[config.mk]
export PLATFORM = sky130hd
export DESIGN_NAME = logic_req_sched
export DESIGN_NICKNAME = d
export VERILOG_FILES = /design/src/rtl/logic_req_sched.sv
export SDC_FILE = /design/constraint.sdc
export NUM_CORES = 1
export LEC_CHECK = 0
export ABC_CLOCK_PERIOD_IN_PS = 1750
export CORE_ASPECT_RATIO = 2
export CORE_MARGIN = 3
export CORE_UTILIZATION = 37
export CTS_BUF_LIST = sky130_fd_sc_hd__clkbuf_8
export DETAILED_ROUTE_END_ITERATION = 8
export GPL_ROUTABILITY_DRIVEN = 0
export PLACE_DENSITY = 0.64
export SYNTH_ARGS = -nofsm -noshare
export SYNTH_HDL_FRONTEND = slang
export SYNTH_SLANG_ARGS = --single-unit
export TNS_END_PERCENT = 10
[constraint.sdc]
create_clock -name clk -period 1.75 [get_ports clk]
set_input_delay 0.2625 -clock clk [delete_from_list [all_inputs] [get_ports clk]]
set_output_delay 0.2625 -clock clk [all_outputs]
set_load 0.02 [all_outputs]
[src/rtl/logic_req_sched.sv]
// Two-requester round-robin front end for a shared bitwise logic unit.
// One operation in flight: IDLE grants, EXEC computes, RESP holds the tagged result.

module logic_top (
    input  logic signed [4:0] in1,
    input  logic signed [4:0] in2,
    input  logic        [2:0] opcode,
    output logic signed [8:0] out_logic
);
    logic [4:0] r;
    logic       unused_op;

    // Only opcode[1:0] selects the function; bit 2 is a don't-care.
    assign unused_op = opcode[2];

    always_comb begin
        r = '0;
        case (opcode[1:0])
            2'b00:   r = in1 | in2;
            2'b01:   r = in1 & in2;
            2'b10:   r = ~(in1 & in2);
            default: r = ~(in1 | in2);
        endcase
        out_logic = {{4{r[4]}}, r};
    end
endmodule

module logic_req_sched #(
    parameter int CNT_W = 16
) (
    input  logic             clk,
    input  logic             rst_n,
    input  logic             a_valid,
    output logic             a_ready,
    input  logic [4:0]       a_in1,
    input  logic [4:0]       a_in2,
    input  logic [2:0]       a_opcode,
    input  logic             b_valid,
    output logic             b_ready,
    input  logic [4:0]       b_in1,
    input  logic [4:0]       b_in2,
    input  logic [2:0]       b_opcode,
    output logic             rsp_valid,
    input  logic             rsp_ready,
    output logic             rsp_id,
    output logic [8:0]       rsp_data,
    output logic             busy,
    output logic [CNT_W-1:0] op_count
);
    // Handshake: a transfer happens on a rising edge where valid and ready are both 1.
    // Requesters hold valid/payload until ready; the response holds until rsp_ready.

    typedef enum logic [1:0] {IDLE, EXEC, RESP} state_t;

    state_t           state_q, state_d;
    logic             ptr_q, ptr_d;
    logic [4:0]       in1_q, in1_d, in2_q, in2_d;
    logic [2:0]       op_q, op_d;
    logic             id_q, id_d;
    logic             rsp_valid_q, rsp_valid_d;
    logic             rsp_id_q, rsp_id_d;
    logic [8:0]       rsp_data_q, rsp_data_d;
    logic [CNT_W-1:0] cnt_q, cnt_d;
    logic [8:0]       out_logic;
    logic             grant_a, grant_b;

    logic_top u_logic (
        .in1       (in1_q),
        .in2       (in2_q),
        .opcode    (op_q),
        .out_logic (out_logic)
    );

    always_comb begin
        state_d     = state_q;
        ptr_d       = ptr_q;
        in1_d       = in1_q;
        in2_d       = in2_q;
        op_d        = op_q;
        id_d        = id_q;
        rsp_valid_d = rsp_valid_q;
        rsp_id_d    = rsp_id_q;
        rsp_data_d  = rsp_data_q;
        cnt_d       = cnt_q;
        grant_a     = 1'b0;
        grant_b     = 1'b0;
        case (state_q)
            IDLE: begin
                // ptr_q = 0 favours A on a tie, 1 favours B.
                grant_a = a_valid && (!b_valid || !ptr_q);
                grant_b = b_valid && (!a_valid || ptr_q);
                if (grant_a) begin
                    in1_d   = a_in1;
                    in2_d   = a_in2;
                    op_d    = a_opcode;
                    id_d    = 1'b0;
                    ptr_d   = 1'b1;
                    state_d = EXEC;
                end else if (grant_b) begin
                    in1_d   = b_in1;
                    in2_d   = b_in2;
                    op_d    = b_opcode;
                    id_d    = 1'b1;
                    ptr_d   = 1'b0;
                    state_d = EXEC;
                end
            end
            EXEC: begin
                rsp_data_d  = out_logic;
                rsp_id_d    = id_q;
                rsp_valid_d = 1'b1;
                state_d     = RESP;
            end
            RESP: begin
                if (rsp_ready) begin
                    rsp_valid_d = 1'b0;
                    cnt_d       = cnt_q + CNT_W'(1);
                    state_d     = IDLE;
                end
            end
            default: state_d = IDLE;
        endcase
    end

    always_ff @(posedge clk) begin
        if (!rst_n) begin
            state_q     <= IDLE;
            ptr_q       <= 1'b0;
            in1_q       <= '0;
            in2_q       <= '0;
            op_q        <= '0;
            id_q        <= 1'b0;
            rsp_valid_q <= 1'b0;
            rsp_id_q    <= 1'b0;
            rsp_data_q  <= '0;
            cnt_q       <= '0;
        end else begin
            state_q     <= state_d;
            ptr_q       <= ptr_d;
            in1_q       <= in1_d;
            in2_q       <= in2_d;
            op_q        <= op_d;
            id_q        <= id_d;
            rsp_valid_q <= rsp_valid_d;
            rsp_id_q    <= rsp_id_d;
            rsp_data_q  <= rsp_data_d;
            cnt_q       <= cnt_d;
        end
    end

    assign a_ready   = grant_a;
    assign b_ready   = grant_b;
    assign rsp_valid = rsp_valid_q;
    assign rsp_id    = rsp_id_q;
    assign rsp_data  = rsp_data_q;
    assign busy      = (state_q != IDLE);
    assign op_count  = cnt_q;
endmodule

Figure 1. Signal wires on met1.
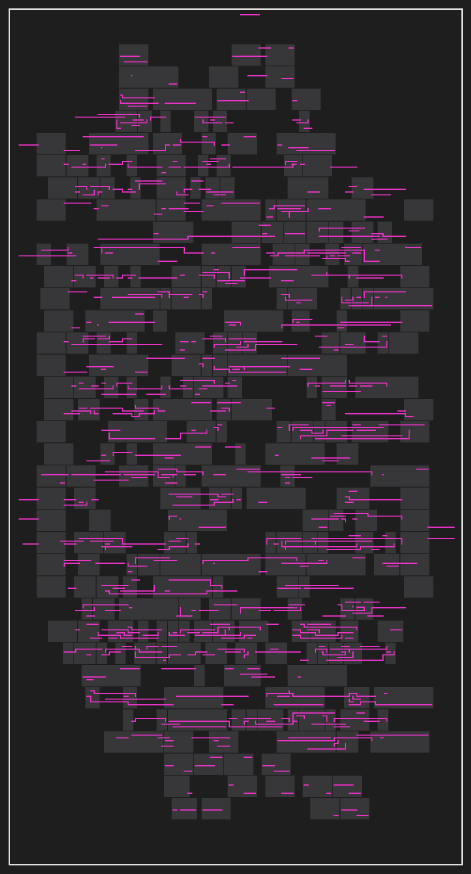
The wires run mostly horizontal. The layer holds 37% of the routed length.

Figure 2. Metal 2.
Bar = 20 um.
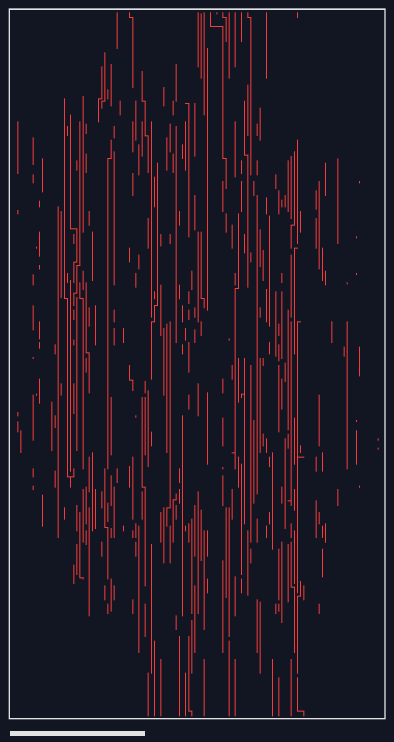
The wires run mostly vertical. 249 nets have wire on it.

==> run summary <==
Numbers from the implementation run.

The run finished with clean final reports. The count of mapped cells out of synthesis is 210. The utilization after layout is 0.567. The final net count is 315. The final hold slack is 0.477 ns.

The detailed router reported a total wirelength of 4160 um. The remaining global-route overflow is 0. Per STA, the worst path accumulates the most delay in the family buffers and inverters.

The sequential cell power is 982 uW. The met3 usage in global routing is 0.0260. The async set or reset register ratio after synthesis is 0.

The layout report lists the non-clock buffer share of cell area as 0.277. The worst setup skew after layout is 0.00680 ns. For reference, the critical path cell chain is clkdlybuf4s50_1.

The sum of buffers and inverters on the critical path is 1. Per the synthesis report, the simple-gate share of the synthesized area is 0.212. Using the TritonRoute via totals, the vias-per-cell ratio works out to 4.95.

The cell taking the most area after synthesis is dfxtp_1. Per the placement log, port buffering inserted 58 buffers. The number of storage elements in the synthesis netlist is 39.

The leakage power is 1.01 nW. STA lists the maximum fanout along the critical path as 8. After floorplanning, the core was divided into 35 placement rows.
Figure 3. The metal 3 layer.
Bar = 20 um.
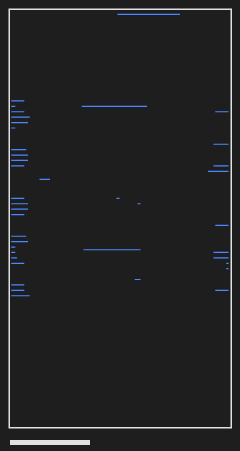
The layer carries 144 um of wire. The longest straight run is 16.1 um. The layer holds 3.5% of the routed length.

Figure 4. Wire density map.
Bar = 20 um. 11 x 21 tiles, from dark purple (low) to yellow (high), scaled to the fullest tile. Values are wire area over tile area, all layers added.
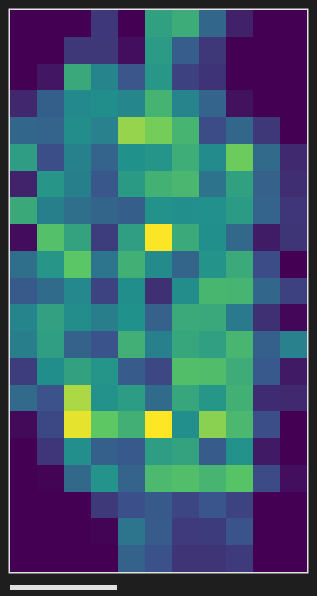
The emptiest ninth of the die: top right. 29% of the tiles are over half the peak. 18% of the tiles are nearly empty. The mean over all tiles is 0.11. The fullest tile reaches 0.34.

flip-flops by register name, indices dropped and copies added, names as in the netlist:
register   count
op_count      16
state_q        2
id_q           1
ptr_q          1
rsp_id         1
in2_q          5
in1_q          5
op_q           2
rsp_valid      1
rsp_data       5
through the flow:
step	worst slack [ns]	cell area (sq um)
6_report	0.0633	2630
5_1_grt	0.00272	2630
4_1_cts	0.0507	2640
3_5_place_dp	-0.538	2550
3_3_place_gp	-0.523	2550
2_1_floorplan	0.124	1810
path summary, 6_finish.rpt:
| kind | start | end | slack, ns |
|---|---|---|---|
| min | in1_q[3] | in1_q[3] | 0.48 |
| min reg2reg | in1_q[3] | in1_q[3] | 0.48 |
| max | op_count[2] | op_count[2] | 0.06 |
| max reg2reg | op_count[8] | op_count[14] | 0.20 |
No activity file was given, so power comes from the tool's default toggle rates.
